Run 1, met1 routing:
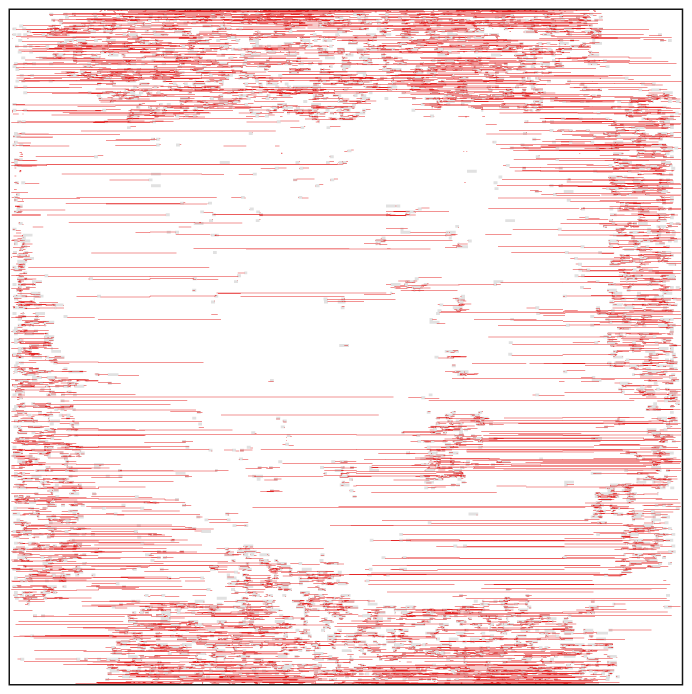
Run 1, signal wires on met2:
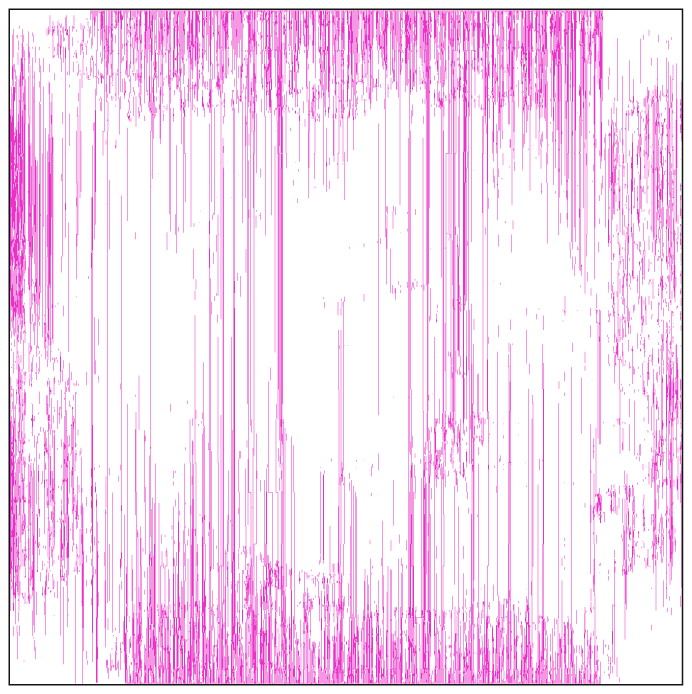
Run 1, M3 wires:
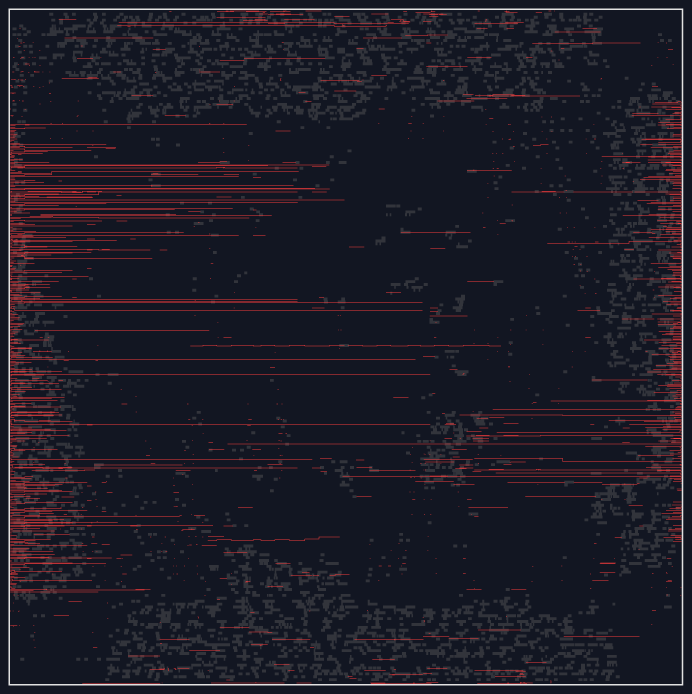
<file path="config.mk">
export PLATFORM = sky130hd
export DESIGN_NAME = disc_layer3_scheduler
export DESIGN_NICKNAME = d
export VERILOG_FILES = /design/src/rtl/gan_disc_pkg.sv /design/src/rtl/rr_arbiter2.sv /design/src/rtl/disc_layer3_scheduler.sv
export SDC_FILE = /design/constraint.sdc
export NUM_CORES = 1
export LEC_CHECK = 0
export CAP_MARGIN = 40
export CORE_AREA = 2 2 627 629
export CTS_CLUSTER_SIZE = 40
export DETAILED_ROUTE_END_ITERATION = 12
export DIE_AREA = 0 0 629 631
export PLACE_DENSITY = 0.3
export SKIP_LAST_GASP = 1
export SYNTH_ARGS = -nofsm -noshare
export SYNTH_HDL_FRONTEND = slang
export SYNTH_SLANG_ARGS = --single-unit
</file>
<file path="constraint.sdc">
create_clock -name clk -period 25.4 [get_ports clk]
set_input_delay 5.08 -clock clk [delete_from_list [all_inputs] [get_ports clk]]
set_output_delay 5.08 -clock clk [all_outputs]
set_load 0.02 [all_outputs]
</file>
<file path="src/rtl/gan_disc_pkg.sv">
// Shared types and constants for the GAN discriminator blocks.
package gan_disc_pkg;

  // Element / score width (signed Q8.8) and output-layer fan-in.
  localparam int Q88_W        = 16;
  localparam int DISC_L3_N_IN = 32;

  // Source indices on the layer-3 scheduler request ports.
  localparam logic SRC_REAL = 1'b0;
  localparam logic SRC_FAKE = 1'b1;

  // Layer-3 scheduler control states.
  typedef enum logic [1:0] {
    ST_IDLE   = 2'd0,
    ST_LAUNCH = 2'd1,
    ST_WAIT   = 2'd2,
    ST_HOLD   = 2'd3
  } l3_state_e;

endpackage

</file>
<file path="src/rtl/rr_arbiter2.sv">
// Two-input round-robin grant. When both sources request, the source that
// was not granted last time wins. Purely combinational.
module rr_arbiter2 (
  input  logic [1:0] req_valid,
  input  logic       last_grant,
  output logic [1:0] grant
);

  // One-hot grant from the current requests and the previous winner.
  always_comb begin
    grant = 2'b00;
    case (req_valid)
      2'b01:   grant = 2'b01;
      2'b10:   grant = 2'b10;
      2'b11:   grant = last_grant ? 2'b01 : 2'b10;
      default: grant = 2'b00;
    endcase
  end

endmodule

</file>
<file path="src/rtl/disc_layer3_scheduler.sv">
// Shares one discriminator output layer between the real-image path (src 0)
// and the generator-image path (src 1). A request is accepted only in IDLE;
// the vector is latched and held for the layer, the layer is started with a
// single pulse, and its result (or a watchdog timeout) is offered on a
// valid/ready channel.
//
// Handshakes: a transfer happens on a rising clk edge where valid and ready
// are both high. req_ready is a combinational function of state and the
// arbiter grant only (never of req_data); res_valid, once high, stays high
// with all res_* stable until the edge where res_ready is seen high.
module disc_layer3_scheduler
  import gan_disc_pkg::*;
#(
  parameter int N_IN    = DISC_L3_N_IN,
  parameter int DW      = Q88_W,
  parameter int TIMEOUT = 64,
  parameter int CNT_W   = 16
) (
  input  logic                 clk,
  input  logic                 rst,
  input  logic [1:0]           req_valid,
  output logic [1:0]           req_ready,
  input  logic [N_IN*DW-1:0]   req_data0_flat,
  input  logic [N_IN*DW-1:0]   req_data1_flat,
  output logic                 l3_start,
  output logic [N_IN*DW-1:0]   l3_flat_input_flat,
  input  logic [DW-1:0]        l3_score_out,
  input  logic                 l3_decision_real,
  input  logic                 l3_done,
  output logic                 res_valid,
  input  logic                 res_ready,
  output logic [DW-1:0]        res_score,
  output logic                 res_decision,
  output logic                 res_src,
  output logic                 res_timeout,
  output logic                 busy,
  output logic [CNT_W-1:0]     real_cnt,
  output logic [CNT_W-1:0]     fake_cnt
);

  // Watchdog wide enough to hold TIMEOUT-1; TIMEOUT must be at least 2.
  localparam int WD_W = $clog2(TIMEOUT) + 1;
  // Expiry fires on the WAIT cycle whose increment would reach TIMEOUT-1,
  // which puts res_valid exactly TIMEOUT cycles after l3_start.
  localparam logic [WD_W-1:0] WD_LAST = WD_W'(TIMEOUT - 2);

  l3_state_e        state;
  l3_state_e        state_next;
  logic             last_grant;
  logic [1:0]       grant;
  logic             accept;
  logic             accept_src;
  logic [WD_W-1:0]  wd_cnt;
  logic             wd_expire;
  logic             res_fire;

  rr_arbiter2 u_arb (
    .req_valid  (req_valid),
    .last_grant (last_grant),
    .grant      (grant)
  );

  assign accept     = (state == ST_IDLE) && ((req_valid & grant) != 2'b00);
  assign accept_src = grant[1] ? SRC_FAKE : SRC_REAL;
  assign wd_expire  = (state == ST_WAIT) && !l3_done && (wd_cnt == WD_LAST);
  assign res_fire   = res_valid && res_ready;

  // State register.
  always_ff @(posedge clk or posedge rst) begin
    if (rst) state <= ST_IDLE;
    else     state <= state_next;
  end

  // Next-state logic; l3_done is only looked at in WAIT.
  always_comb begin
    state_next = state;
    case (state)
      ST_IDLE:   if (accept) state_next = ST_LAUNCH;
      ST_LAUNCH: state_next = ST_WAIT;
      ST_WAIT:   if (l3_done || wd_expire) state_next = ST_HOLD;
      ST_HOLD:   if (res_ready) state_next = ST_IDLE;
      default:   state_next = ST_IDLE;
    endcase
  end

  // State-decoded outputs; all drop together with an async reset.
  always_comb begin
    req_ready = 2'b00;
    l3_start  = 1'b0;
    res_valid = 1'b0;
    busy      = (state != ST_IDLE);
    case (state)
      ST_IDLE:   req_ready = grant;
      ST_LAUNCH: l3_start  = 1'b1;
      ST_HOLD:   res_valid = 1'b1;
      default:   ;
    endcase
  end

  // Latch the winning vector, its source tag and the round-robin pointer.
  always_ff @(posedge clk or posedge rst) begin
    if (rst) begin
      l3_flat_input_flat <= '0;
      res_src            <= 1'b0;
      last_grant         <= 1'b1;
    end else if (accept) begin
      l3_flat_input_flat <= accept_src ? req_data1_flat : req_data0_flat;
      res_src            <= accept_src;
      last_grant         <= accept_src;
    end
  end

  // Watchdog: cleared while launching, counts every WAIT cycle.
  always_ff @(posedge clk or posedge rst) begin
    if (rst)                     wd_cnt <= '0;
    else if (state == ST_LAUNCH) wd_cnt <= '0;
    else if (state == ST_WAIT)   wd_cnt <= wd_cnt + 1'b1;
  end

  // Capture the layer result, or a zero result flagged as timeout.
  always_ff @(posedge clk or posedge rst) begin
    if (rst) begin
      res_score    <= '0;
      res_decision <= 1'b0;
      res_timeout  <= 1'b0;
    end else if (state == ST_WAIT) begin
      if (l3_done) begin
        res_score    <= l3_score_out;
        res_decision <= l3_decision_real;
        res_timeout  <= 1'b0;
      end else if (wd_expire) begin
        res_score    <= '0;
        res_decision <= 1'b0;
        res_timeout  <= 1'b1;
      end
    end
  end

  // Saturating real/fake tallies, updated on each delivered result.
  always_ff @(posedge clk or posedge rst) begin
    if (rst) begin
      real_cnt <= '0;
      fake_cnt <= '0;
    end else if (res_fire) begin
      if (res_decision) begin
        if (real_cnt != {CNT_W{1'b1}}) real_cnt <= real_cnt + 1'b1;
      end else begin
        if (fake_cnt != {CNT_W{1'b1}}) fake_cnt <= fake_cnt + 1'b1;
      end
    end
  end

endmodule

</file>
==> flow_summary_export.csv, run 1 <==
group,metric,value,unit
status,outcome,"finished clean",
synthesis,edf_count,0,
synthesis,yosys.area.top_type,"dfrtp_1",
power,power.clock.fraction,22.2,%
sta,slew_violations,0,
cts,clkTransAtPathRegs,0.05,ns
synthesis,top_logic_kind,"multiplexers",
cts,hold_buffers,0,
routing,drcViolationCount,0,
final_layout,largest_class,"buffers",
sta,relSlewSlack,35.02,%
min_path,whs_path_depth,2,
final_layout,comb_area_share,20.69,%
min_path,min_path_type,"reg -> reg",
sta,fmax,80.29,MHz
critical_path,critical_path.max_stage_delay,0.74,ns
floorplanning,die_area,396900,µm²
final_layout,clock_area_share,5.582,%
global_route,grt_pass1_vias,26848,
final_layout,lay_top_count,"clkdlybuf4s50_1",
cts,cts_buffers,91,
power,pwr-share-seq,27.8,%
synthesis,ys_chip_area,25910,µm²
final_layout,antennaDiodeCount,75,
final_layout,drive_gt1_share,4.811,%
final_layout,areaGrowthSynthToFinish,98.94,%
floorplanning,design.portCount,1615,
synthesis,yosys_warnings,0,
sta,setup_ws,12.95,ns
sta,fin_crit,12.45,ns
sta,fin_skew,0.04488,ns
cts,clock_sinks,573,
power,p_per_area,111.0,nW/µm²
final_layout,nFillCells,44584,
routing,final_antenna_net_count,0,
routing,drt_iter0_markers,1671,
synthesis,ys_types,47,
critical_path,startpoint_type,"input port",
critical_path,path_depth,5,
synthesis,mux_share,18.68,%
critical_path,crit_path_end_kind,"output port",
cts,cts_setup_buffers,0,
power,total_power,5.721,mW
power,p_sw_share,42.89,%
cts,cts_max_path_buffers,4,
synthesis,syn-num-nets,3510,
synthesis,simple_gate_area_share,9.010,%
synthesis,adder_share,0.4346,%
global_route,antenna_found_initial,385,
power,intPower,3.267,mW
power,comb_cell_power,2.86,mW
synthesis,netlist_instances,2454,
sta,hold_slack,0.4811,ns
floorplanning,die_y,631,µm
global_route,grt_pass1_wl,356.5,mm
floorplanning,dieWidth,629,µm
synthesis,numSynthFlops,573,
place,post-dp-hpwl,259.5,mm
final_layout,inverters,45,
power,p_comb_share,50.0,%
critical_path,worst-path-max-fanout,38,
floorplanning,core_util_floorplan,6.631,%
synthesis,avgSynthCellArea,10.56,µm²
critical_path,worstPathArrival,7.38,ns
final_layout,final_nets,5089,
synthesis,synth-xor-area-share,1.048,%
job,maxCapViolations,0,
Back to the opening pictures, 'met1 routing':
nets with wire on the layer: 4,682
share of all routed wire: 38%
main direction: horizontal
wire length on this layer: 110 mm
vias: 27,043
grt met1 use: 15.85%
final wirelength: 293.5 mm

Back to the opening pictures, 'signal wires on met2':
main direction: vertical
nets with wire on the layer: 4,313

Back to the opening pictures, 'M3 wires':
main direction: horizontal
longest straight run: 425 µm

## run 1: synthesized netlist by cell type (3+ instances only)
library cell	n
o21ai_1	484
mux2_1	3
o211ai_1	3
dfrtp_1	572
nand4_1	10
nor4_1	3
nor2_1	9
and4_1	3
mux2i_1	478
nor3_1	4
xor2_1	9
clkbuf_1	102
ha_1	9
nand2_1	493
xnor2_1	22
buf_2	72
and3_1	22
nand3_1	11
o22ai_1	3
a222oi_1	34
a21oi_1	11
and2_1	3
a21o_1	19
inv_1	45
## run 1: cells by family (layout without fill, tap and decap cells)
| group | after synthesis | after routing |
|---|---|---|
| and+or+nand+nor | 571 | 571 |
| AOI/OAI and AO/OA | 564 | 564 |
| xor gates and xnor gates | 31 | 31 |
| DFF | 573 | 573 |
| buffers and inverters | 223 | 1864 |
| adders and majority gates | 9 | 9 |
| muxes | 483 | 483 |
| other | 0 | 75 |
## run 1: layer usage
metal | track usage [%] | share of wire [%] | up-vias
met5 | 0 | 0.30 | -
met4 | 3.859 | 3.5 | 136
li1 | - | - | 11835
met2 | 25.41 | 50 | 1539
met1 | 15.85 | 38 | 12785
met3 | 5.346 | 9.0 | 748
## run 1: path summary, 6_finish.rpt
check                                              from                       to
worst min-delay path            l3_flat_input_flat[201]  l3_flat_input_flat[201]
worst min register to register  l3_flat_input_flat[201]  l3_flat_input_flat[201]
min in group asynchronous                           rst   l3_flat_input_flat[29]
worst max register to register                 state[0]  l3_flat_input_flat[419]
worst max-delay path                       req_valid[1]             req_ready[1]
max in group asynchronous                           rst  l3_flat_input_flat[491]
## run 1: state kept, by name, indices dropped and copies added, names as in the netlist, 2 cells and up
name                cells
l3_flat_input_flat    512
res_score              16
wd_cnt                  7
real_cnt               16
state                   2
fake_cnt               16
Run 1, track usage over the die:
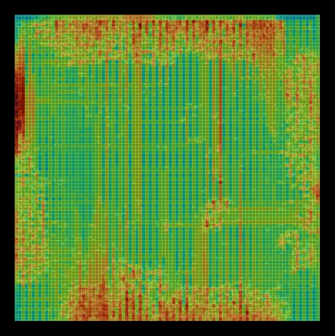

--- run 2 (diff from run 1) ---
--- a/config.mk
+++ b/config.mk
@@ -6,10 +6,10 @@
 export NUM_CORES = 1
 export LEC_CHECK = 0
 export CAP_MARGIN = 40
-export CORE_AREA = 2 2 627 629
+export CORE_AREA = 2 2 635 637
 export CTS_CLUSTER_SIZE = 40
 export DETAILED_ROUTE_END_ITERATION = 12
-export DIE_AREA = 0 0 629 631
+export DIE_AREA = 0 0 637 639
 export PLACE_DENSITY = 0.3
 export SKIP_LAST_GASP = 1
 export SYNTH_ARGS = -nofsm -noshare
==> constraint.sdc (replaced) <==
create_clock -name clk -period 10.3 [get_ports clk]
set_input_delay 2.06 -clock clk [delete_from_list [all_inputs] [get_ports clk]]
set_output_delay 2.06 -clock clk [all_outputs]
set_load 0.02 [all_outputs]
Run 2, track usage over the die:
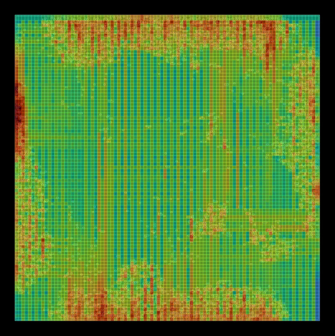
routing usage on met3: 4.143%
Wirelength per Cell: 30.31 µm

==> run 2 against run 1 <==
Against the previous run: sequential power increased by 150%; final cell count increased by 0.50%; register-to-register slack got worse by 15 ns; die area increased by 2.6%; final area increased by 0.16%; critical path type unchanged.
==> flow_summary_export.csv, run 2 <==
group,metric,value,unit
sta,hold_slack,0.4794,ns
min_path,min_path_type,"reg -> reg",
cts,hold_buffers,0,
sta,slew_violations,0,
power,p_leak,20.43,nW
routing,route.met3.wl,20.62,mm
status,outcome,"finished clean",
floorplanning,dieWidth,637,µm
synthesis,synthTopCellsByCount,"dfrtp_1 (572), nand2_1 (493), o21ai_1 (484)",
critical_path,worstPathArrival,4.84,ns
sta,rsz0062_at_grt,"false",
critical_path,critPathKind,"in -> out",
final_layout,nFillCells,45502,
floorplanning,die_y,639,µm
floorplanning,n_tap_cell,5287,
synthesis,avgSynthCellArea,10.56,µm²
cts,cts-root-buf,"clkbuf_16",
critical_path,worst-path-max-fanout,37,
critical_path,reg2reg_from,"state[0]",
job,maxCapViolations,0,
sta,final.period_utilization,66.97,%
global_route,antenna_found_initial,344,
critical_path,slowest_stage,"clkdlybuf4s50_1",
sta,fin_crit,6.898,ns
global_route,grt.busiest_layer,"met2",
final_layout,lay_top_count,"clkdlybuf4s50_1",
final_layout,drive_gt1_share,4.793,%
floorplanning,rows,233,
critical_path,crit_buf_inv,4,
power,p_per_area,275.4,nW/µm²
synthesis,edf_count,0,
place,gp_congestion,0.9078,
global_route,grt_use_total,13.53,%
global_route,overflow,0,
cts,clk_latency,0.78,ns
cts,cts_setup_buffers,0,
synthesis,most_common_cell,"dfrtp_1",
final_layout,largest_class,"buffers",
sta,worst_pin_slew,1.013,ns
routing,final_antenna_net_count,0,
global_route,met2_usage,24.32,%
cts,clkTransAtPathRegs,0.05,ns
routing,drtPass1Iterations,6,
place,dp_slack,3.326,ns
cts,cts-htree-levels,3,
synthesis,ys_types,47,
routing,drcViolationCount,0,
final_layout,inverters,45,
place,dpl.cell_count,9224,
critical_path,critical_path.max_stage_delay,0.73,ns
final_layout,nonClkBufAreaFrac,32.53,%
final_layout,top_register,"l3_flat_input_flat",
final_layout,flops,573,
sta,relSlewSlack,32.49,%
sta,tns,0,ns
final_layout,final_nets,5086,
sta,setup_ws,3.402,ns
place,post-dp-hpwl,250.9,mm
critical_path,cp_cell_sequence,"clkdlybuf4s50_1 -> a21boi_4 -> buf_4 -> and2_2 -> buf_4 -> clkdlybuf4s50_1",
global_route,grt_pass1_wl,348.3,mm
cts,clock_sinks,573,
synthesis,numSynthFlops,573,
routing,vias_per_cell,2.851,
global_route,use_met1,15.27,%
cts,cts_buffers,91,
critical_path,r2r_cells,8,
critical_path,crit_path_end_kind,"output port",
final_layout,nNonClkBuffers,1661,
floorplanning,core_area,400900,µm²
final_layout,logic_gate_count,1658,
cts,cts_resized,0,
routing,dr_wl_met2,143.1,mm
cts,cts_tree,"yes",
min_path,worstHoldEndpoint,"res_src",
power,ir_drop,0.1884,mV
final_layout,clock_area_share,5.595,%
final_layout,final_cell_count_no_fill,9437,
final_layout,utilization,12.88,%
synthesis,top_area_share,55.24,%
routing,drt_iter0_markers,1722,
min_path,whs_path_depth,1,
synthesis,area_leaders,"dfrtp_1 (55%), mux2i_1 (18%), o21ai_1 (9.3%), nand2_1 (7.1%), clkbuf_1 (1.5%)",
final_layout,logic_area,10670,µm²
final_layout,areaGrowthSynthToFinish,99.25,%
synthesis,async_flop_share,100.0,%
synthesis,ys_chip_area,25910,µm²
sta,fin_skew,0.04882,ns
global_route,grt_start_max_net_pins,196,
routing,highest_layer,"met5",
final_layout,n_clock_buffer,124,
synthesis,netlist_instances,2454,
floorplanning,die_area,407000,µm²
final_layout,antennaDiodeCount,61,
final_layout,comb_area_share,20.66,%
sta,finalHoldViolCount,0,
floorplanning,design.portCount,1615,
synthesis,syn-num-nets,3510,
min_path,min_from,"res_src",
job,warning_count,61,
routing,vias,26908,
routing,wl_met1,110.9,mm
final_layout,seqCellArea,14340,µm²
global_route,grt_pass1_vias,26791,
synthesis,yosys_warnings,0,
routing,wl,286.0,mm
sta,fmax,145.0,MHz
floorplanning,core_util_floorplan,6.465,%
cts,cts_max_path_buffers,4,
critical_path,worst_ep_required_time,8.24,ns
final_layout,largest_reg_flops,512,
synthesis,yosys.area.top_type,"dfrtp_1",
synthesis,ys_seq_share,55.34,%
critical_path,startpoint_type,"input port",
critical_path,timing.rr.end,"l3_flat_input_flat[437]",
run 2: worst reg2reg max path: stages, from the launching register on:
cell	delay (ns)
dfrtp_1	0.39
inv_1	0.10
ha_1	0.33
o21ai_4	0.12
buf_12	0.58
buf_4	0.69
buf_12	0.55
buf_12	0.73
o21ai_1	0.45
run 2: kinds of logic (layout without fill, tap and decap cells):
kind of cell | after synthesis | after routing | synth area share (%)
flip-flops | 573 | 573 | 55.34
AND/OR/NAND/NOR | 571 | 571 | 9.010
AND-OR/OR-AND | 564 | 564 | 11.88
multiplexers | 483 | 483 | 18.68
buffers and inverters | 223 | 1858 | 3.607
XOR/XNOR | 31 | 31 | 1.048
adder cells (fa/ha/maj) | 9 | 9 | 0.4346
other | 0 | 61 | 0
run 2: through the flow:
step                      instance area, µm²  power, mW
after floorplan                        25920      7.006
after global placement                 48310      11.19
after detailed placement               48590      11.28
after CTS                              51480      14.60
after global routing                   51560      15.05
final                                  51630      14.22
run 2: how the worst max path moves through the flow:
stage                      start           end  slack (ns)  depth (start not counted)
finish              req_valid[1]  req_ready[1]        3.40                          6
global route        req_valid[1]  req_ready[1]        3.25                          6
CTS                 req_valid[1]  req_ready[1]        3.31                          6
detailed placement  req_valid[1]  req_ready[1]        3.33                          6
global placement    req_valid[1]  req_ready[1]        3.28                          6
floorplan                    rst   fake_cnt[0]        0.44                          1
run 2: power by group:
part	internal (mW)	leakage (nW)	total (mW)	switching, mW
Clock	1.86	1.43	3.16	1.30
Sequential	3.30	7.15	3.93	0.633
Combinational	2.94	11.9	7.13	4.19
Power is estimated from default activity; no workload was simulated.
